### Cell area per tile

13 x 13 tiles, from white (low) to dark blue (high), 0 to 100% covered.
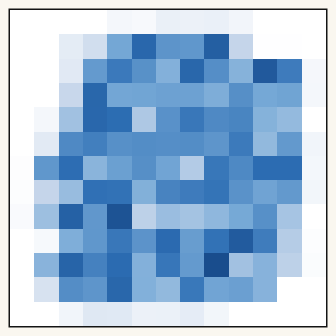
### Clock wires, drivers and flops

The bar under the picture is 50 µm long.
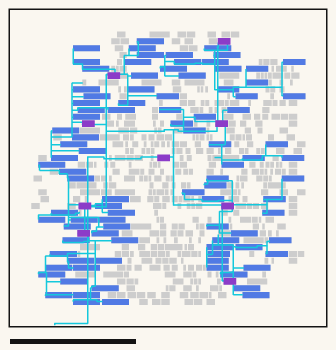
### Placed standard cells

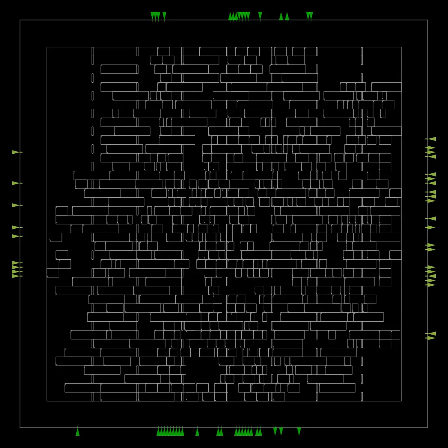
### Ports around the boundary

Pins as bars across the die edge, other pins in grey.
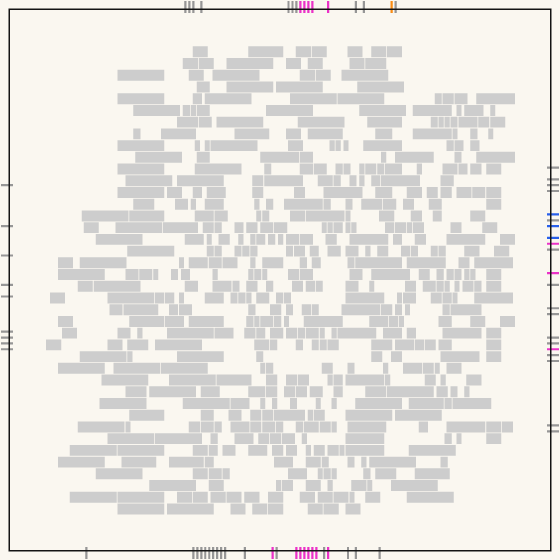
**src/rtl/branch_control.sv**
```systemverilog
// branch_control: decodes branch ops, drives PC redirect/flush, keeps Z/N flags and a circular return stack.
// Optional: define BRANCH_FLAG_BYPASS_EN to let BRZ/BRN see same-cycle ZeroIn/NegIn.
module branch_control #(
  parameter int SHADOW   = 2,
  parameter int RS_DEPTH = 4
) (
  input  logic        clk_i,
  input  logic        rst_ni,
  input  logic        instr_valid_i,
  input  logic [2:0]  branch_op_i,
  input  logic [15:0] instr_addr_i,
  input  logic [8:0]  branch_offset_i,
  input  logic [15:0] target_i,
  input  logic        flags_we_i,
  input  logic        zero_i,
  input  logic        neg_i,
  output logic [15:0] load_value_o,
  output logic        load_enable_o,
  output logic        flush_o,
  output logic        stack_overflow_o,
  output logic        stack_underflow_o
);
  localparam int AW = $clog2(RS_DEPTH);
  localparam int CW = AW + 1;
  typedef enum logic [1:0] {S_RUN, S_REDIR, S_SHADOW} state_t;
  state_t         state_q, state_d;
  logic [2:0]     cnt_q, cnt_d;
  logic [15:0]    lv_q, lv_d;
  logic           z_q, z_d, n_q, n_d;
  logic [AW-1:0]  sp_q, sp_d;
  logic [CW-1:0]  rc_q, rc_d;
  logic           ovf_q, ovf_d, unf_q, unf_d;
  logic [15:0]    rs_q [RS_DEPTH];
  logic [15:0]    rs_d [RS_DEPTH];
  logic           acc, zc, nc, empty, full, taken;
  logic           is_br, is_brz, is_brn, is_jmp, is_call, is_ret;
  logic [15:0]    rel, top, tgt;
  assign acc     = instr_valid_i && state_q == S_RUN;
  assign is_br   = branch_op_i == 3'b001;
  assign is_brz  = branch_op_i == 3'b010;
  assign is_brn  = branch_op_i == 3'b011;
  assign is_jmp  = branch_op_i == 3'b100;
  assign is_call = branch_op_i == 3'b101;
  assign is_ret  = branch_op_i == 3'b110;
`ifdef BRANCH_FLAG_BYPASS_EN
  assign zc = flags_we_i ? zero_i : z_q;
  assign nc = flags_we_i ? neg_i : n_q;
`else
  assign zc = z_q;
  assign nc = n_q;
`endif
  assign empty = rc_q == '0;
  assign full  = rc_q == CW'(RS_DEPTH);
  assign rel   = instr_addr_i + {{7{branch_offset_i[8]}}, branch_offset_i};
  assign top   = rs_q[sp_q - AW'(1)];
  assign tgt   = is_ret ? top : (is_jmp || is_call) ? target_i : rel;
  assign taken = acc && (is_br || is_jmp || is_call || (is_brz && zc) || (is_brn && nc) || (is_ret && !empty));
  always_comb begin
    state_d = (state_q == S_RUN) ? (taken ? S_REDIR : S_RUN)
            : (state_q == S_REDIR) ? (SHADOW > 0 ? S_SHADOW : S_RUN)
            : (cnt_q == '0 ? S_RUN : S_SHADOW);
    cnt_d = (state_q == S_REDIR) ? 3'(SHADOW - 1)
          : (state_q == S_SHADOW && cnt_q != '0) ? cnt_q - 3'd1 : cnt_q;
    lv_d  = taken ? tgt : lv_q;
    z_d   = (acc && flags_we_i) ? zero_i : z_q;
    n_d   = (acc && flags_we_i) ? neg_i : n_q;
    sp_d  = sp_q;
    rc_d  = rc_q;
    ovf_d = ovf_q;
    unf_d = unf_q;
    rs_d  = rs_q;
    // A push on a full stack lands on the oldest slot, since sp has wrapped onto it
    if (acc && is_call) begin
      rs_d[sp_q] = instr_addr_i + 16'd1;
      sp_d  = sp_q + AW'(1);
      rc_d  = full ? rc_q : rc_q + CW'(1);
      ovf_d = ovf_q | full;
    end
    if (acc && is_ret) begin
      sp_d  = empty ? sp_q : sp_q - AW'(1);
      rc_d  = empty ? rc_q : rc_q - CW'(1);
      unf_d = unf_q | empty;
    end
  end
  always_ff @(posedge clk_i or negedge rst_ni) begin
    if (!rst_ni) begin
      state_q <= S_RUN;
      cnt_q   <= '0;
      lv_q    <= '0;
      z_q     <= 1'b0;
      n_q     <= 1'b0;
      sp_q    <= '0;
      rc_q    <= '0;
      ovf_q   <= 1'b0;
      unf_q   <= 1'b0;
    end else begin
      state_q <= state_d;
      cnt_q   <= cnt_d;
      lv_q    <= lv_d;
      z_q     <= z_d;
      n_q     <= n_d;
      sp_q    <= sp_d;
      rc_q    <= rc_d;
      ovf_q   <= ovf_d;
      unf_q   <= unf_d;
    end
  end
  always_ff @(posedge clk_i) rs_q <= rs_d;
  assign load_value_o      = lv_q;
  assign load_enable_o     = state_q == S_REDIR;
  assign flush_o           = state_q != S_RUN;
  assign stack_overflow_o  = ovf_q;
  assign stack_underflow_o = unf_q;
endmodule

```
**config.mk**
```make
export PLATFORM = sky130hd
export DESIGN_NAME = branch_control
export DESIGN_NICKNAME = d
export VERILOG_FILES = /design/src/rtl/branch_control.sv
export SDC_FILE = /design/constraint.sdc
export NUM_CORES = 1
export LEC_CHECK = 0
export CAP_MARGIN = 20
export CORE_MARGIN = 8
export CORE_UTILIZATION = 43
export CTS_BUF_LIST = sky130_fd_sc_hd__clkbuf_8
export CTS_CLUSTER_SIZE = 14
export DETAILED_ROUTE_END_ITERATION = 16
export PLACE_DENSITY = 0.65
export SETUP_SLACK_MARGIN = 0.2
export SYNTH_ARGS = -nofsm -noshare
export SYNTH_HDL_FRONTEND = slang
export SYNTH_SLANG_ARGS = --single-unit
```
**constraint.sdc**
```tcl
create_clock -name clk_i -period 3.5 [get_ports clk_i]
set_input_delay 0.35 -clock clk_i [delete_from_list [all_inputs] [get_ports clk_i]]
set_output_delay 0.35 -clock clk_i [all_outputs]
set_load 0.02 [all_outputs]
```
==> flow_metrics.tcl <==
# flow metrics
set metrics [dict create \
    syn_area_per_cell_um2 11.9 \
    viasPerCell 5.73 \
    grt_antenna_before_repair 0 \
    root_buffer "clkbuf_8" \
    met1_usage 0.210 \
    power_switching_uw 1350 \
    tns_ps 0 \
    flop_area_mm2 0.00267 \
    seq_power_share 0.395 \
    synth.net_count 506 \
    lay_top_cells "69 x clkdlybuf4s50_1, 64 x edfxtp_1, 42 x nand2_1, 30 x dfrtp_1, 26 x a21oi_1" \
    r2r_end "rc_q[2]" \
    flop_cell "edfxtp_1" \
    path_cells "clkdlybuf4s50_1 > ha_1 > fa_1 > a211o_1 > a211o_2 > a21boi_0 > xnor2_1 > a221o_1" \
    startpoint "instr_addr_i[0]" \
    p_total_uw 3830 \
    via_count 3790 \
    hold_class "primary input to async pin" \
    yosysTopAreaCellShare 0.374 \
    fin_nets 584 \
    final-comb-area_mm2 0.00234 \
    grt_max_degree 31 \
    p_seq_uw 1510 \
    cts_tree "built" \
    endpoint "load_value_o[10]" \
    fp_util 0.433 \
    wl_met3_um 652 \
    powerComb_uw 1600 \
    yosysMostFrequentCell "edfxtp_1" \
    powerDensity_mw_per_mm2 615 \
    fp-row-count 40 \
    drive_above_1_share 0.105 \
    cp_top_family "AND-OR/OR-AND gates" \
    place_inst 646 \
    htree_levels 3 \
    hold_slack_ps 354 \
    grt.overflow.total 0 \
    grt_pass1_wl_um 20700 \
    routed_wl_um 13100 \
    clk_pin_slew_ps 90 \
    nClkBuffers 10 \
    combPwrFrac 0.417 \
    r2r_slack_ps 940 \
    post-route-util 0.525 \
    synth_stat.cells 432 \
    pg_clk_uw 720 \
    status "finished clean" \
    synthTopLogicFamily "AND-OR/OR-AND gates" \
    crit_cells 8 \
    maxPowerGroup "combinational cells" \
    final-clk-cell-share 0.0310 \
    synth.area.top_cells "edfxtp_1 37%, dfrtp_1 15%, mux4_2 7.0%" \
    synthAdderAreaFrac 0.0614 \
    fill_cells 1090 \
    setup_violations 0 \
    logic_gate_count 312 \
    sh_comb_area 0.376 \
    place_area_mm2 0.00603 \
    n_antenna_cell 0 \
    grt_busiest_layer "met2" \
    cp_data_arrival_time_ps 2930 \
    post_cts_resized 0 \
    cts-hold-fix-buffers 0 \
    ys_seq_share 0.520 \
    cpMaxStageDelayCell "clkdlybuf4s50_1" \
    ys_ff 94 \
    syn_inst 432 \
    hpwl_um 9720 \
    inverters_excl_clock 10 \
    p_leak_uw 0.00228 \
    reg2reg_from "state_q[0]" \
    ys_warn_count 0 \
    fin_ws_ps 839 \
    period_used_share 0.760 \
    dr.max_layer_used "met4" \
    synth_cell_types 62 \
    numCtsBuffers 9 \
    aoi_share 0.151 \
    cp-end-kind "flip-flop" \
    finalHoldViolations 0 \
    internal-power_uw 2470 \
    largest_cell_class "flip-flops and latches" \
    edf_count 64 \
    grt_setup_unrepaired "false" \
    tool_warnings 30 \
    worstSkewPairLatency_ps 380 \
    lay_top_count "clkdlybuf4s50_1" \
    max_slew.worst_pin.slew_ps 740 \
    core_mm2 0.0119 \
    wl_met1_um 5860 \
    nWellTaps 147 \
    drtIter0Drc 186 \
    cts_buffer_depth 2 \
    n_all_buffers 83 \
    ys_sh_xor 0.0341 \
    async_flop_share 0.319 \
    drc 0 \
    crit_path_max_incr_delay_ps 440 \
    place_congestion 0.873 \
    postCtsSetupRepairBufs 0 \
    use_met2 0.284 \
    path_class "primary input to flip-flop" \
    maxCapViolCount 0 \
    largest_reg_flops 64 \
    slew-limit-headroom 0.506 \
    top_area_cell "edfxtp_1" \
    r2r.worst_path.cells 8 \
    dp_worst_setup_slack_ps 458 \
    regMostFlops "rs_q" \
    swShare 0.354 \
]
-- 'Cell area per tile' (at the start) --
mean over tiles: 39%
fullest tile: 88%
emptiest ninth of the die: north-west
densest ninth of the die: centre
nearly empty tiles: 20%

-- 'Clock wires, drivers and flops' (at the start) --
[clock wires] cyan | length: 1190 µm
[cells driving clock nets] purple | count: 9
[flip-flops] blue | count: 94
routed clock nets: 10

-- 'Placed standard cells' (at the start) --
final non-filler cell total: 662
Seq/total area: 0.429

-- 'Ports around the boundary' (at the start) --
| port | colour | pins | direction | edge |
|---|---|---|---|---|
| target_i | magenta | 16 | input | 8 south, 5 north, 3 east |
| branch_op_i | blue | 3 | input | east |
| neg_i | orange | 1 | input | north |
die width: 125 µm
IO buf count: 69
DIE HEIGHT: 125 µm

